Fig. 1: gate-type map
(4 px per um)
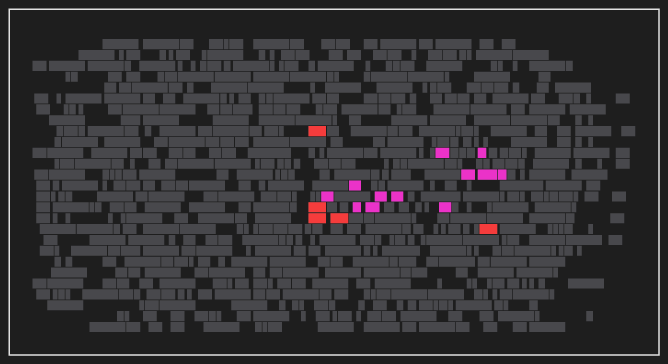
Fig. 2: cell placement
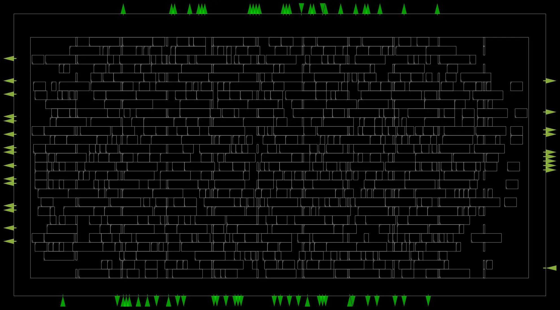
Fig. 3: pin map
(4 px per um) Pins as bars across the die edge, other pins in gray.
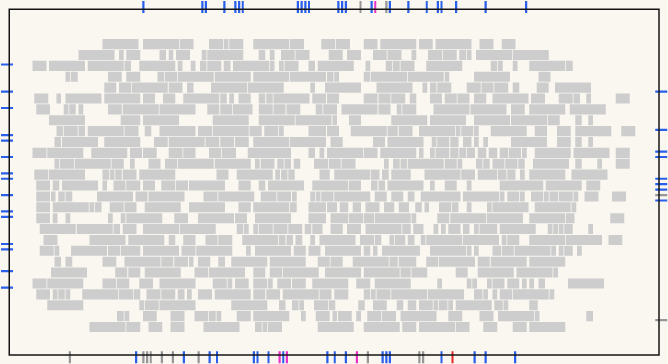
Fig. 4: I/O nets highlighted
(2 px per um)
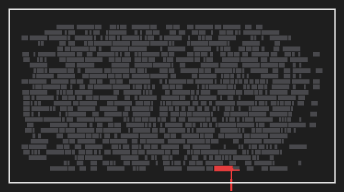
Fig. 5: cells by drive strength
(4 px per um)
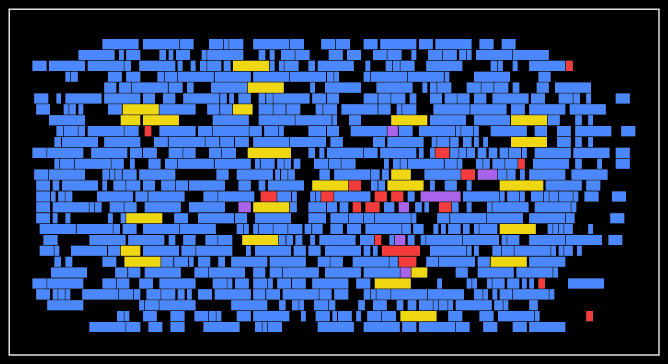
Design data_pack_n_to_word, sky130hd; sources not shown.
==> run summary <==
Cell area power density - 939.4 mW/mm^2
Crit path buf inv count - 1
Post-cts repair resize count - 0
Hold Path Stages - 1
XOR Share, Synth - 1.652%
Dominant class by area - registers
Count of vias placed by the detailed router - 4708
Core utilization of the finished layout - 70.44%
Group drawing the most power - registers
Number of standard cells reported by yosys - 560
Dominant logic cell types in the final layout - 149 x sky130_fd_sc_hd__dfrtp_1, 87 x sky130_fd_sc_hd__nor2_1, 72 x sky130_fd_sc_hd__dlygate4sd3_1, 64 x sky130_fd_sc_hd__a22o_1, 57 x sky130_fd_sc_hd__a21oi_1
Number of setup violations in the final report - 0
Leading register cell type out of synthesis - sky130_fd_sc_hd__dfrtp_1
Aoi share - 14.97%
Ant diodes - 0
Worst path cell trace - nand4b_1, nor3b_2, buf_6, a31oi_1
Result of the run - completed
Required time worst endpoint - 3290 ps
Count of routing violations after the opening detailed-route iteration - 323
Mean number of vias per cell - 5.959
Wire length of the first global-routing pass - 25.23 mm
Clock tree from TritonCTS - built
Synth cell types - 39
Switching power summed over all nets - 0.002343 W
Pwr Total - 0.007377 W
Number of antenna violations at the first check in global routing - 0
Number of combinational gates with multiple inputs - 370
Syn nets - 577
Pre-Repair DR Iteration Count - 5
Ratio of cells with drive above 1 in the final layout - 7.597%
M1 GR Usage - 32.57%
Layout net count - 649
Hold Slack - 395.1 ps
Syn Inst Count - 560
Overall chip area - 0.01395 mm^2
Dominant delay contributor by cell family on the critical path - simple AND/OR/NAND/NOR gates
Critical path fanouts, max - 128
Fraction of synthesis flops using an asynchronous set or reset pin - 100.0%
Crit path capture type - flip-flop
Synthesized chip area reported by yosys - 0.006361 mm^2
Num CTS Buffers - 17
Fraction of the mapped netlist area in adder cells - 0.9835%
Setup Slack @ Placement - 548.6 ps
Met1 Routed Length - 6.948 mm
Remaining Overflow, GRT - 0
Area share, top type - 58.62%
Avg Synthesized Cell Area - 11.36 um^2
Clock root buffer - sky130_fd_sc_hd__clkbuf_16
Setup repair after global routing missed its margin - no
Top Layer Used - met4
Most common cell in the netlist - sky130_fd_sc_hd__dfrtp_1
Sequential Power Share - 40.4%
Clock network fraction of design power - 27.4%
Back to the opening pictures, Fig. 1:
family	color	cells	most used
AND and OR gates	magenta	12	or3b_2
adder and majority cells	red	5	ha_1
non-filler cells in the finished layout: 790
commonest non-fill, non-tap cell in the layout: sky130_fd_sc_hd__dfrtp_1
multi-input gate share of total cell area: 31.21%

Back to the opening pictures, Fig. 2:
tap cell instance count: 145
sequential cells: 150
site row count: 27
fill cell instance count of the final layout: 812

Back to the opening pictures, Fig. 3:
port	color	pins	direction	edge
data_out	blue	64	output	23 top, 18 bottom, 15 left, 8 right
beat_cnt	magenta	4	output	3 bottom, 1 top
overflow	red	1	output	bottom
all pins by edge	32 bottom, 26 top, 15 left, 10 right
PortBufs: 82
die width: 162.1 um
floorplan die height: 86.05 um

Back to the opening pictures, Fig. 4:
port	color	bits	direction	edge	end cells	wire
overflow	red	1	output	bottom	1	10.9 um
IO Pins: 83

Back to the opening pictures, Fig. 5:
size	color	cells	share
drive 2	red	18	2.8%
drive 1 or less	blue	596	92%
drive 3 to 4	purple	7	1.1%
drive 6 and up	yellow	24	3.7%
Design Area, Final: 0.007853 mm^2
layout overhead on the synthesized area: 23.45%
number of non-clock buffers in the layout: 90
worst-case setup margin in the final layout: 471.6 ps

No activity file was given, so power comes from the tool's default toggle rates.
